==> config.mk <==
export PLATFORM = sky130hd
export DESIGN_NAME = fetch_stage
export DESIGN_NICKNAME = d
export VERILOG_FILES = /design/src/rtl/fetch_stage.sv
export SDC_FILE = /design/constraint.sdc
export NUM_CORES = 1
export LEC_CHECK = 0
export ABC_CLOCK_PERIOD_IN_PS = 5200
export CORE_MARGIN = 8
export CORE_UTILIZATION = 57
export DETAILED_ROUTE_END_ITERATION = 7
export PLACE_DENSITY = 0.9
export RECOVER_POWER = 100
export SKIP_LAST_GASP = 1
export SYNTH_ARGS = -nofsm -noshare
export SYNTH_HDL_FRONTEND = slang
export SYNTH_SLANG_ARGS = --single-unit
export TNS_END_PERCENT = 30
==> constraint.sdc <==
create_clock -name clk -period 5.2 [get_ports clk]
set_clock_uncertainty 0.05 [all_clocks]
set_input_delay 0.78 -clock clk [delete_from_list [all_inputs] [get_ports clk]]
set_output_delay 0.78 -clock clk [all_outputs]
set_load 0.005 [all_outputs]
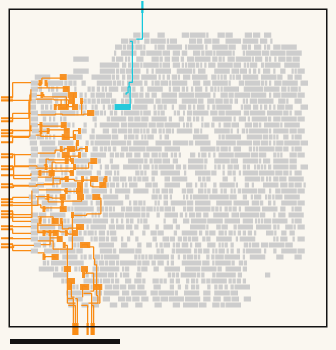
(images/port_nets.png)
Scale bar: 50 um.
legend:
  `valid_IF_ID`:
    colour: cyan
    direction: output
    edge: top
    end_cells: 1
    buffers: 1
    wire: 53.7 um
  `branch_addr`:
    colour: orange
    direction: input
    edge: 26 left, 6 bottom
    end_cells: 76
    buffers: 32
    wire: 1100 um
number of I/O port buffers: 167
Ports: 168

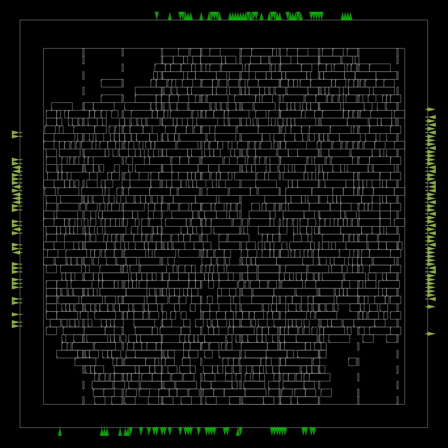
(images/final_placement.png)
filler-free cell count of the finished design: 1466
tap cell count: 216
standard-cell rows: 46
placeable core area: 0.0159 sq mm

==> notes.md <==
Summary of implementation figures.

Run status
The flow ran to the end, but the final reports show violations. The checks that failed: max-capacitance violations, max-slew violations.

Global route
The number of antenna violations at the first check in global routing is 0. Recorded from the global router log, the overflow total was 0.

Setup path
The endpoint kind of the worst setup timing path is a register. Per the STA report, the cell with the highest stage delay on the worst path is sky130_fd_sc_hd__nor3_2. The logic depth of the worst register-to-register path is 7.

Data arrives at the worst endpoint at 4250 ps. Across all register-to-register paths, the minimum setup slack is 1210 ps. The critical path contains buffers and inverters numbering 2 combined. Per the timing report, the biggest fanout along the worst path comes to 52.

Placed design
The instance area at placement is 0.0108 sq mm. The pre-CTS setup slack is 1680 ps. Once detailed placement completed, the half-perimeter wirelength came to 18.6 mm.

Timing
In the final report, the number of pins over their slew limit comes to 252. Setup repair after global routing left no endpoint under its margin. The final hold violation count is 0.

Clock network
TritonCTS built the clock tree. Clock-pin slew was measured on the worst setup and hold paths at 80 ps. CTS saw 195 sinks. The number of clock buffers inserted by TritonCTS is 17. The hold buffer count at CTS is 0. Looking at the clock tree report, the maximum root-to-sink buffer count equals 2.

Synth
After synthesis the cells add up to 0.00923 sq mm. Synthesis produced a netlist with a net count of 1218. The area of the synthesized netlist per yosys stat is 0.00923 sq mm.

The dominant synthesized flop cell is sky130_fd_sc_hd__dfxtp_1. The count of warnings emitted by yosys is 0. The biggest area contributor in the post-synthesis netlist is sky130_fd_sc_hd__dfxtp_1. The number of synthesized register bits is 195.

Power and ir drop
Of the total power, registers draw 45.7%. Combinational logic is responsible for 20.7% of the overall power. The leakage component of the power was reported as 4.15 nW.

The switching portion of total power comes to 31.3%. The ratio of total power to cell area is 331 mW/mm^2. The script extracted a net switching power of 1.17 mW.

Job
Across all stage logs, warnings added up to 29. The tool flagged a number of max-cap violations equal to 5.

Worst hold path
In this run the worst hold path is classified as reg2reg.

Finish
The area of all placed cells without fillers is 0.0113 sq mm. The filler cells instantiated in the layout total 1228.

Drt
The number of iterations in the first detailed-routing pass is 7. For this run, the detailed router reports a per-instance via density of 6.03. The remaining antenna violation count is 0. The total wirelength of the detailed-routed design is 26.7 mm.
[per-stage QoR]
step | utilization (%) | hold WS, ps
global route | 71.3 | 418
global placement | 68.0 | 388
detailed placement | 68.0 | 393
floorplan | - | 381
CTS | 71.5 | 403
finish | 71.3 | 400
[cell families (layout without fill, tap and decap cells)]
family | after synthesis | in the layout | share of synthesized area, %
and+or+nand+nor | 417 | 417 | 20.7
adders and majority gates | 5 | 5 | 0.678
xor gates and xnor gates | 22 | 22 | 2.09
buffers and inverters | 125 | 231 | 6.36
AOI/OAI and AO/OA | 334 | 334 | 22.9
muxes | 46 | 46 | 5.00
DFF | 195 | 195 | 42.3
[worst reg2reg max path, delay by kind of cell (launching register included)]
kind                       cells  cell delay [ps]
adders and majority gates      1              700
DFF                            1              350
and+or+nand+nor                2             1580
AOI/OAI and AO/OA              1              280
muxes                          1              240
buffers and inverters          2              660
[cell usage in the layout (no fill, tap or decap), drive strengths merged, types with 4 or more instances in the layout]
cell,instances
clkdlybuf4s50,66
a22o,6
buf,10
a31oi,15
xnor2,15
o32ai,4
dfxtp,195
mux2i,45
a21o,4
o211ai,15
nor2,94
and3,16
nor4,11
a211oi,47
and4,7
nand3,30
xor2,7
nand2,202
nor2b,5
nand2b,5
nor3,21
clkinv,5
ha,5
dlygate4sd3,100
inv,28
a21oi,135
a22oi,8
nand4,14
o22ai,9
or3,6
o31a,9
a221oi,9
o21ai,43
clkbuf,22
[power groups by stage]
| stage | registers [mW] | logic [mW] | clock network [mW] |
|---|---|---|---|
| CTS | 1.71 | 0.797 | 1.26 |
| floorplan | 1.71 | 0.494 | 0 |
| detailed placement | 1.74 | 0.790 | 0 |
| global placement | 1.74 | 0.773 | 0 |
| global route | 1.73 | 0.842 | 1.33 |
| finish | 1.71 | 0.776 | 1.26 |
[routing by layer]
layer	up-vias	share of wire, %	GRT usage, %
met5	-	0	0
met3	47	7.5	4.41
met4	0	2.4	10.3
li1	4257	-	-
met2	382	47	41.1
met1	4148	43	33.5
[cell type report]
| class | count | area (sq um) | share of cell area [%] |
|---|---|---|---|
| clock inverters | 12 | 116 | 1.03 |
| repair buffers | 179 | 1760 | 15.5 |
| multi-input cells | 824 | 4760 | 42.0 |
| flip-flops and latches | 195 | 3900 | 34.4 |
| clock buffers | 19 | 443 | 3.91 |
| well taps | 216 | 270 | 2.38 |
| inverters | 21 | 78.8 | 0.696 |
Power and IR drop assume default switching activity.
